==> config.mk <==
export PLATFORM = sky130hd
export DESIGN_NAME = clk_div_prog
export DESIGN_NICKNAME = d
export VERILOG_FILES = /design/src/rtl/clk_div_pkg.sv /design/src/rtl/clk_div_chan.sv /design/src/rtl/clk_div_prog.sv
export SDC_FILE = /design/constraint.sdc
export NUM_CORES = 1
export LEC_CHECK = 0
export CELL_PAD_IN_SITES_DETAIL_PLACEMENT = 0
export CELL_PAD_IN_SITES_GLOBAL_PLACEMENT = 1
export CORE_MARGIN = 2
export CORE_UTILIZATION = 30
export DETAILED_ROUTE_END_ITERATION = 16
export GPL_ROUTABILITY_DRIVEN = 0
export PLACE_DENSITY = 0.63
export SLEW_MARGIN = 20
export SYNTH_ARGS = -nofsm -noshare
export SYNTH_HDL_FRONTEND = slang
export SYNTH_HIERARCHICAL = 1
export SYNTH_SLANG_ARGS = --single-unit
==> constraint.sdc <==
create_clock -name clk -period 2.71 [get_ports clk]
set_clock_uncertainty 0.1 [all_clocks]
set_input_delay 0.4065 -clock clk [delete_from_list [all_inputs] [get_ports clk]]
set_output_delay 0.4065 -clock clk [all_outputs]
set_load 0.01 [all_outputs]
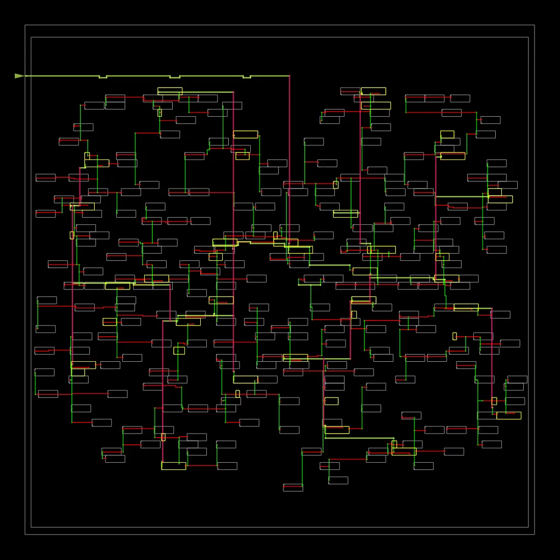
**Above:** run 1 (clock routing).
Layout clock buffers: 42
Clk. pwr: 3.62 mW
CTS sink count: 237

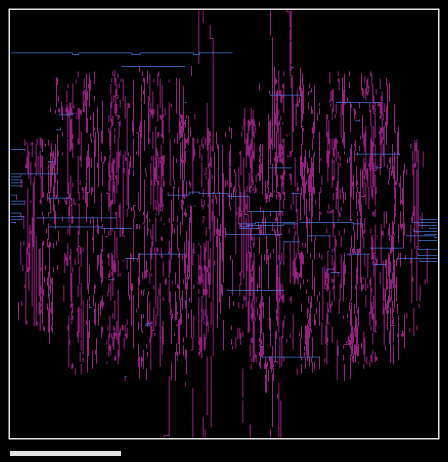
**Above:** run 1 (signal wires by layer).
Scale bar: 50 um. Only two layers are drawn.
metal 2 -> magenta  # wire length 11800 um
metal 3 -> blue  # wire length 797 um
WL/cell: 16.7 um
GRT Util Overall: 14.5%

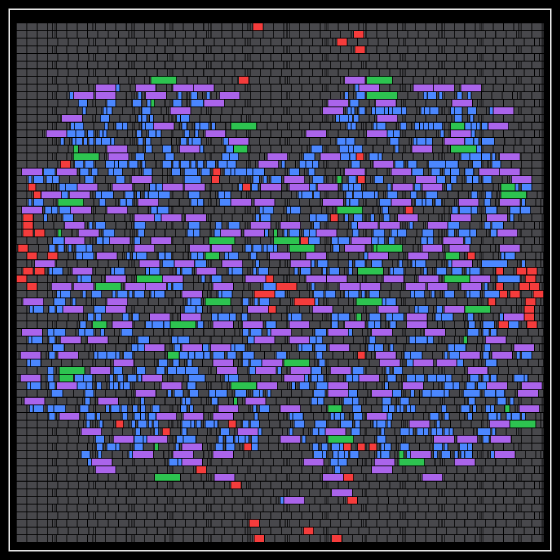
**Above:** run 1 (placed cells, one color a class).
Fill, decap, tap and diode cells in gray.
combinational and other logic -> blue  # cells 800, share of their area 47%
clock drivers and dummy loads -> green  # cells 49, share of their area 7.4%
flops -> purple  # cells 237, share of their area 40%
other buffers and delay cells -> red  # cells 65, share of their area 5.2%
Seq/total area: 38.3%
std cell rows: 68

==> results_dict.tcl, run 1 <==
# metrics dict for downstream scripts
set metrics [dict create \
    worstSetupPathType "reg -> out" \
    end_kind "output pin" \
    portBuffers 38 \
    warnings 26 \
    reg2reg_depth 5 \
    fill_cells 3596 \
    grt_pass1_wl_um 42600 \
    power.leakage_nw 4.02 \
    arrival_ps 2060 \
    design.core.area_mm2 0.0347 \
    top_logic_kind "simple AND/OR/NAND/NOR gates" \
    maxCapViolations 0 \
    crit_slowest_cell "clkdlybuf4s50_1" \
    final_util_pct 35.7 \
    flop_cell "dfxtp_1" \
    status "finished clean" \
    hold_class "in -> reg" \
    synth.area.top_cells "dfxtp_1, xor2_1, mux2i_1, nor2_1, nand2b_1" \
    comb_area_share_pct 43.9 \
    die_y_um 192 \
    syn_nets 1138 \
    synthXorXnorAreaFrac_pct 11.2 \
    ys_seq_share_pct 44.6 \
    ys_types 39 \
    clkLatencyLatePin_ps 530 \
    fin_nets 1164 \
    syn_inst 1105 \
    yosysWarnings 6 \
    cts_max_level 1 \
    yosys.area_share.aoi_pct 14.1 \
    fmax_mhz 389 \
    cts_tree "done" \
    cp-start-kind "flop" \
    synthTopCellsByCount "dfxtp_1, nor2_1, xor2_1, nand2b_1, o22ai_1" \
    logic_area_mm2 0.00543 \
    drv_slew 0 \
    final.setup.tns_ps 0 \
    clockBufferDepth 3 \
]
==> run 1: layout by cell type (no fill, tap or decap), drive strengths merged, types with 4 or more instances in the layout <==
master and n:
buf 28, clkinv 5, o221ai 8, o22ai 80, nand3 36, mux2i 76, o31ai 8, o2111ai 4
nand2 21, or4 8, nor2 156, dfxtp 237, nor4 20, o21ai 4, nand2b 80, and3 4
clkdlybuf4s50 37, ha 4, a21oi 4, inv 38, xor2 96, a21o 4, nor3 17, or2 4
nor2b 4, xnor2 36, clkbuf 42, o221a 68, nand4 16
==> run 1: through the flow <==
step	cell area (um2)	hold WS [ps]	worst slack, ps	total power, mW
global placement	11500	377	194	4.25
finish	12400	235	139	7.80
floorplan	10600	351	565	4.05
detailed placement	11500	386	184	4.26
global route	12400	253	81.5	8.08
CTS	12400	233	118	7.91
==> run 1: per-layer routing <==
| layer | share of wire [%] | track usage [%] | wire, um | up-vias |
|---|---|---|---|---|
| li1 | - | - | - | 3986 |
| met1 | 51 | 20.7 | 13600 | 3835 |
| met2 | 44 | 23.2 | 11800 | 101 |
| met3 | 3.0 | 1.91 | 797 | 31 |
| met4 | 1.9 | 3.05 | 506 | 0 |
| met5 | 0 | 0 | 0 | - |
==> run 1: cells by family after synthesis <==
logic type      Yosys count
compound gates          180
simple gates            369
buf+inv                 105
fa+ha+maj                 4
mux                      77
other cells               1
flops                   237
xor+xnor                132
==> run 1: power breakdown <==
group / total [mW] / switching (mW) / internal, mW
registers: 3.67 / 0.0941 / 3.58
logic: 0.502 / 0.259 / 0.243
clock network: 3.62 / 1.47 / 2.15
total: 7.80 / 1.83 / 5.97
==> run 1: critical path: cells and delay by family (launching register included) <==
kind / cells / cell delay, ps
buffers and inverters: 2 / 590
muxes: 1 / 500
DFF: 1 / 440
==> inputs of run 2 (changes only) <==
clock period = 3.05 ns   (was 2.71 ns; I/O delays follow)
==> results_dict.tcl, run 2 <==
# metrics dict for downstream scripts
set metrics [dict create \
    combinationalPowerShare_pct 6.3 \
    grt_pass1_wl_um 43200 \
    layout.cells.non_filler 1596 \
    clockBufferDepth 3 \
    avgViaCountPerCell 4.99 \
    hold_viol 0 \
    placed_cell_area_mm2 0.0114 \
    power.leakage_nw 4.00 \
    finalClockPeriodUsage_pct 86.6 \
    grt_usage_pct 14.7 \
    drt-initial-drc-count 384 \
    antenna_found_initial 0 \
    cts_tree "done" \
    gr-usage-met3_pct 2.27 \
    hpwl_um 17600 \
    syn_inst 1105 \
    synthTopCellsByCount "dfxtp_1, nor2_1, xor2_1, nand2b_1, o22ai_1" \
    cpPeakStageDelay_ps 520 \
    vias 7962 \
    crit_slowest_cell "clkdlybuf4s50_1" \
    overflow 0 \
    cp-start-kind "flop" \
    syn_nets 1138 \
    grt-busiest-layer "met2" \
    layout_setup_ws_ps 409 \
    p_sw_share_pct 23.1 \
    fin_nets 1158 \
    end_kind "output pin" \
    clock_sinks 237 \
    final_common_cell "dfxtp_1" \
    p_seq_share_pct 46.8 \
    critical_path.max_fanout 8 \
    rows 68 \
    detail_route.first_pass.iterations 4 \
    reg2reg_depth 5 \
    flop_cell "dfxtp_1" \
    syn_area_mm2 0.0106 \
    preCtsSetupSlack_ps 427 \
    p_sw_mw 1.61 \
    synth.area.top_cells "dfxtp_1, xor2_1, mux2i_1, nor2_1, nand2b_1" \
    portBuffers 38 \
    hold_class "in -> reg" \
    drc 0 \
    pin_count 39 \
    met2_usage_pct 23.0 \
    ys_cells 1105 \
    fmax_mhz 379 \
    worstSetupPathType "reg -> out" \
    holdPathStages 2 \
    yosysWarnings 6 \
    internal_power_mw 5.37 \
    r2r_slack_ps 690 \
    required_ps 2490 \
    drv_slew 0 \
    antenna_left 0 \
    lay_top_cells "dfxtp_1, nor2_1, xor2_1" \
    grt_start_max_net_pins 67 \
    ys_types 39 \
    arrival_ps 2080 \
    power_density_mw_per_mm2 566 \
    ys_seq_share_pct 44.6 \
    final.setup.tns_ps 0 \
    drive_gt1_share_pct 10.9 \
    grt_pass1_vias 7903 \
    gr-usage-met1_pct 20.8 \
    largest_area_cell "dfxtp_1" \
    maxCapViolations 0 \
    crit_chain "mux4_2 > inv_1 > clkdlybuf4s50_1" \
    status "finished clean" \
    warnings 26 \
    min_period_ps 2640 \
    antennaDiodeCount 0 \
    cts_max_level 1 \
    die_y_um 192 \
    cts_setup_buffers 0 \
    drt-total-wl_um 26700 \
    root_buffer "clkbuf_16" \
    wire_per_inst_um 16.8 \
]
-- run 2: cell counts after synthesis --
No cell type changed its count.
-- run 2: power groups by stage --
stage	Clock, mW	Sequential [mW]	Combinational, mW
floorplan	0	3.31	0.292
global placement	0	3.33	0.436
detailed placement	0	3.33	0.443
CTS	3.37	3.26	0.444
global route	3.48	3.28	0.484
finish	3.27	3.26	0.440
-- run 2: routing by layer --
layer / part of all wire [%] / vias up
met5: 0 / -
met4: 2.4 / 0
met3: 3.7 / 35
met2: 44 / 104
met1: 50 / 3853
li1: - / 3970
-- run 2: cell type report --
| type | instances | area [um2] |
|---|---|---|
| fill | 3568 | 22400 |
| sequential | 237 | 4740 |
| clock inverter | 6 | 87.6 |
| tap | 455 | 569 |
| clock buffer | 39 | 801 |
| timing repair buffer | 59 | 561 |
| multi-input combinational | 763 | 5430 |
| inverter | 37 | 139 |
-- run 2: cells by family after synthesis --
| family | Yosys count | share of synthesized area [%] |
|---|---|---|
| flip-flops | 237 | 44.6 |
| other | 1 | 0.0353 |
| AND-OR/OR-AND | 180 | 14.1 |
| AND/OR/NAND/NOR | 369 | 17.5 |
| XOR/XNOR | 132 | 11.2 |
| multiplexers | 77 | 7.36 |
| adder cells (fa/ha/maj) | 4 | 0.471 |
| buffers and inverters | 105 | 4.79 |
-- run 2: worst max-delay path: cells and delay by family (launching register included) --
family,cells,cell delay (ps)
buffers and inverters,2,580
flip-flops,1,440
multiplexers,1,510
-- run 2: per-stage QoR --
stage / hold slack (ps) / power (mW)
detailed placement: 378 / 3.77
CTS: 323 / 7.08
floorplan: 351 / 3.60
global route: 359 / 7.24
finish: 342 / 6.97
global placement: 375 / 3.77
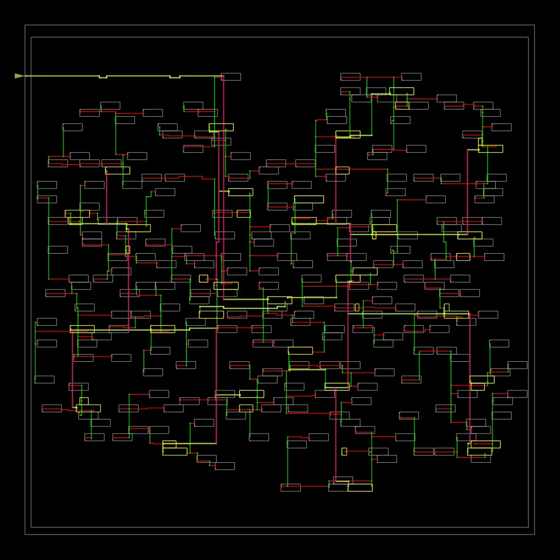
**Above:** run 2 (clock routing).
FFs & Latches: 237
Insertion Delay late pin: 540 ps
Num CTS Buffers: 27

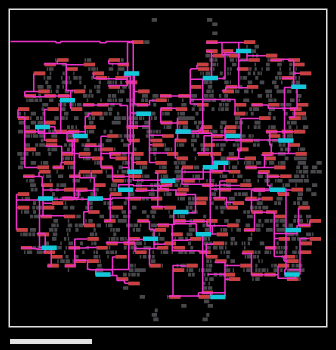
**Above:** run 2 (clock distribution).
Scale bar: 50 um.
flip-flops -> red  # count 237
clock drivers -> cyan  # count 27
clock wires -> magenta  # length 3430 um
routed clock nets = 28
clock share of power: 46.9%
Clk. pwr: 3.27 mW

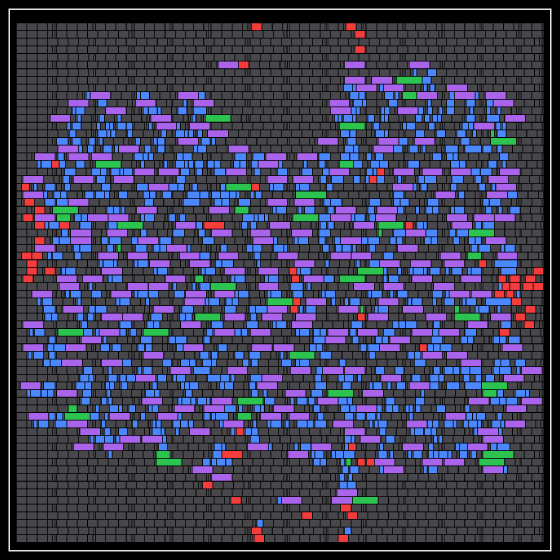
**Above:** run 2 (placed cells, one color a class).
Fill, decap, tap and diode cells in gray.
other buffers and delay cells -> red  # cells 59, share of their area 4.8%
flops -> purple  # cells 237, share of their area 40%
clock drivers and dummy loads -> green  # cells 45, share of their area 7.6%
combinational and other logic -> blue  # cells 800, share of their area 47%
Core Region: 0.0347 mm2
Final Core Density: 35.5%
design area: 0.0123 mm2

Power is estimated from default activity; no workload was simulated.
